==> config.mk <==
export PLATFORM = sky130hd
export DESIGN_NAME = reg_lcd_display
export DESIGN_NICKNAME = d
export VERILOG_FILES = /design/src/rtl/reg_lcd_display.sv
export SDC_FILE = /design/constraint.sdc
export NUM_CORES = 1
export LEC_CHECK = 0
export CORE_MARGIN = 10
export CORE_UTILIZATION = 45
export DETAILED_ROUTE_END_ITERATION = 7
export PLACE_DENSITY = 0.76
export SETUP_SLACK_MARGIN = 0.15
export SLEW_MARGIN = 5
export SYNTH_ARGS = -nofsm -noshare
export SYNTH_HDL_FRONTEND = slang
export SYNTH_SLANG_ARGS = --single-unit
export TNS_END_PERCENT = 50
==> constraint.sdc <==
create_clock -name clk -period 5.35 [get_ports clk]
set_clock_uncertainty 0.2 [all_clocks]
set_input_delay 1.07 -clock clk [delete_from_list [all_inputs] [get_ports clk]]
set_output_delay 1.07 -clock clk [all_outputs]
set_load 0.02 [all_outputs]
run_1/registers.png
Scale: 2 px per µm.
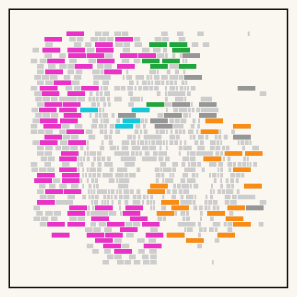
legend:
  orange:
    netlist_name: cnt_q
    placed_flops: 20
  green:
    netlist_name: lcd_data
    placed_flops: 8
    where: north
  cyan:
    netlist_name: chr_q
    placed_flops: 4
  magenta:
    netlist_name: snap_q
    placed_flops: 64
Final Util: 54.2%
Seq. pwr: 0.000815 W
Seq/total area: 36.1%
Flop area: 0.00270 mm²

run_1/zoom.png
Window x 57 to 82, y 29 to 54 µm. Cells in grey, sequential cells in the stronger grey; small squares are vias.
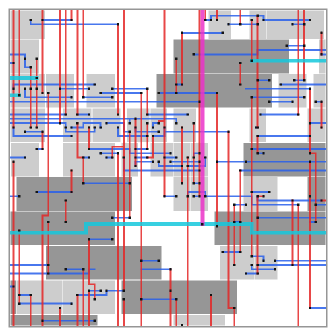
legend:
  red:
    layer: met2
  cyan:
    layer: met3
  magenta:
    layer: met4
  blue:
    layer: met1
most frequent: dfrtp_1 (8), nand2_1 (7), o21ai_0 (5)
sequential cells in the window: 8
cells with their middle in the window: 37

run_1/pins.png
Scale: 3 px per µm. Pins as bars across the die edge, other pins in grey.
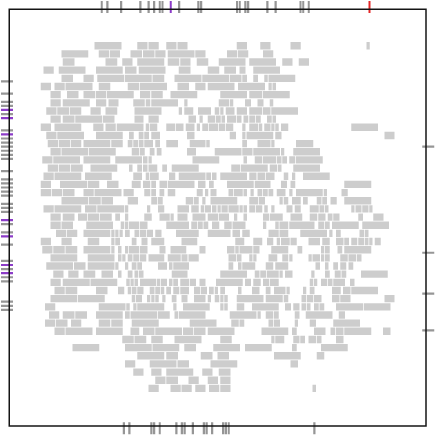
legend:
  red:
    port: lcd_rw
    pins: 1
    direction: output
    edge: north
  purple:
    port: x7
    pins: 8
    direction: input
    edge: 7 west, 1 north
die width: 138 µm
Chip Height: 138 µm
I/O Buffers: 77

==> CHANGELOG.md, run 1 <==
### Changed

* Status: complete, no violations
* CTS tree: done
* Tool warning count at 30
* Number of global-route vias before repair at 5297
* Final period utilization at 88.6%
* XORs/XNORs by Area at 0.417%
* Fin. Hold Viols at 0
* Min Hold Slack at 0.279 ns
* Slew @ Worst Pin at 0.994 ns
* Synth warnings at 0
* CP Capture Type: flop
* Syn Nets at 706
* Ys flops at 108
* Core area at between 0.01 and 0.015 mm²
* Top cell excl fill/tap: dfrtp_1
* Syn Std Cell Area at about 0.0063 mm²
* Commonest flop: dfrtp_1
* Clkbuf count at 9
* Yosys Instances at 632
* Fillers at 1223
* Slew Limit Fails at 0
* EDFF count, synth at 0
* Site Rows at 43
* Sw Share at 23.5%
* FP Util at 45.6%
* R2R setup slack at between 0.6 and 0.7 ns
* Yosys Chip Area at 0.00631 mm²
* Post-CTS Resized at 0
* GRT overflow at 0
* Internal power at 0.00119 W
* Num CTS Buffers at 9
* Met1 usage at 20.3%
* Clock network power share at 43.4%
* Hold Path Stages at 1
* Worst-path fanout max at 23
* Crit-path cells: or3b_2 > nor4_1 > a22o_2 > a21o_1 > nand2_2 > inv_2 > mux2_2 > o2111ai_1 > o311a_1 > ha_1 > inv_1 > a2111oi_2 > xor2_1 > o21ai_1
* Setup WS pre-CTS at roughly 0.73 ns
* Met1 wire length at 6900 µm
* RSZ-0062 raised after global routing: false
* Worst-path clk slew at 0.08 ns
* Registers at 108
* Routed wl met2 at 7860 µm
* Sink Count at between 100 and 150
* Drt drc at 0
* Post-synth top cells: dfrtp_1 (108), nand2_1 (75), mux2_2 (67)
* GPL Wtd Cong at approximately 0.95
* N_taps at 180
--- run 2 (diff from run 1) ---
--- a/config.mk
+++ b/config.mk
@@ -10,7 +10,7 @@
 export DETAILED_ROUTE_END_ITERATION = 7
 export PLACE_DENSITY = 0.76
 export SETUP_SLACK_MARGIN = 0.15
-export SLEW_MARGIN = 5
+export SLEW_MARGIN = 20
 export SYNTH_ARGS = -nofsm -noshare
 export SYNTH_HDL_FRONTEND = slang
 export SYNTH_SLANG_ARGS = --single-unit
run_2/zoom.png
Window x 57 to 82, y 29 to 54 µm. Cells in grey, sequential cells in the stronger grey; small squares are vias.
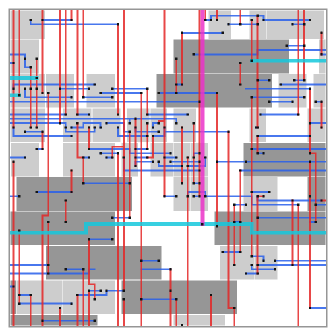
legend:
  blue:
    layer: met1
  red:
    layer: met2
  cyan:
    layer: met3
  magenta:
    layer: met4
most frequent: dfrtp_1 (8), nand2_1 (7), o21ai_0 (5)
sequential cells in the window: 8
cells with their middle in the window: 37

==> run 2 against run 1 <==
Compared with the run above:
- worst hold slack is the same
- register-to-register slack hardly changed
- global-route usage stayed put
- die area unchanged
- largest power group unchanged
==> CHANGELOG.md, run 2 <==
### Changed

* Status: complete, no violations (unchanged)
* Flop area at 0.00270 mm² (unchanged)
* Worst-path clk slew at 0.08 ns (about the same)
* Sw Share at 23.5% (unchanged)
* Post-synth top cells: dfrtp_1 (108), nand2_1 (75), mux2_2 (67) (unchanged)
* Post-CTS Resized at 0 (unchanged)
* Num CTS Buffers at 9 (unchanged)
* Die width at 138 µm (unchanged)
* Setup WS pre-CTS at 0.733 ns (unchanged)
* Syn Std Cell Area at 0.00631 mm² (unchanged)
* Final Util at 54.2% (unchanged)
* Chip Height at 138 µm (unchanged)
* Crit-path cells: or3b_2 > nor4_1 > a22o_2 > a21o_1 > nand2_2 > inv_2 > mux2_2 > o2111ai_1 > o311a_1 > ha_1 > inv_1 > a2111oi_2 > xor2_1 > o21ai_1 (unchanged)
* Top cell excl fill/tap: dfrtp_1 (unchanged)
* XORs/XNORs by Area at 0.417% (unchanged)
* Final period utilization at 88.6% (unchanged)
* Hold Path Stages at 1 (unchanged)
* Worst-path fanout max at 23 (unchanged)
* Site Rows at 43 (unchanged)
* Tool warning count at 30 (unchanged)
Power and IR drop assume default switching activity.
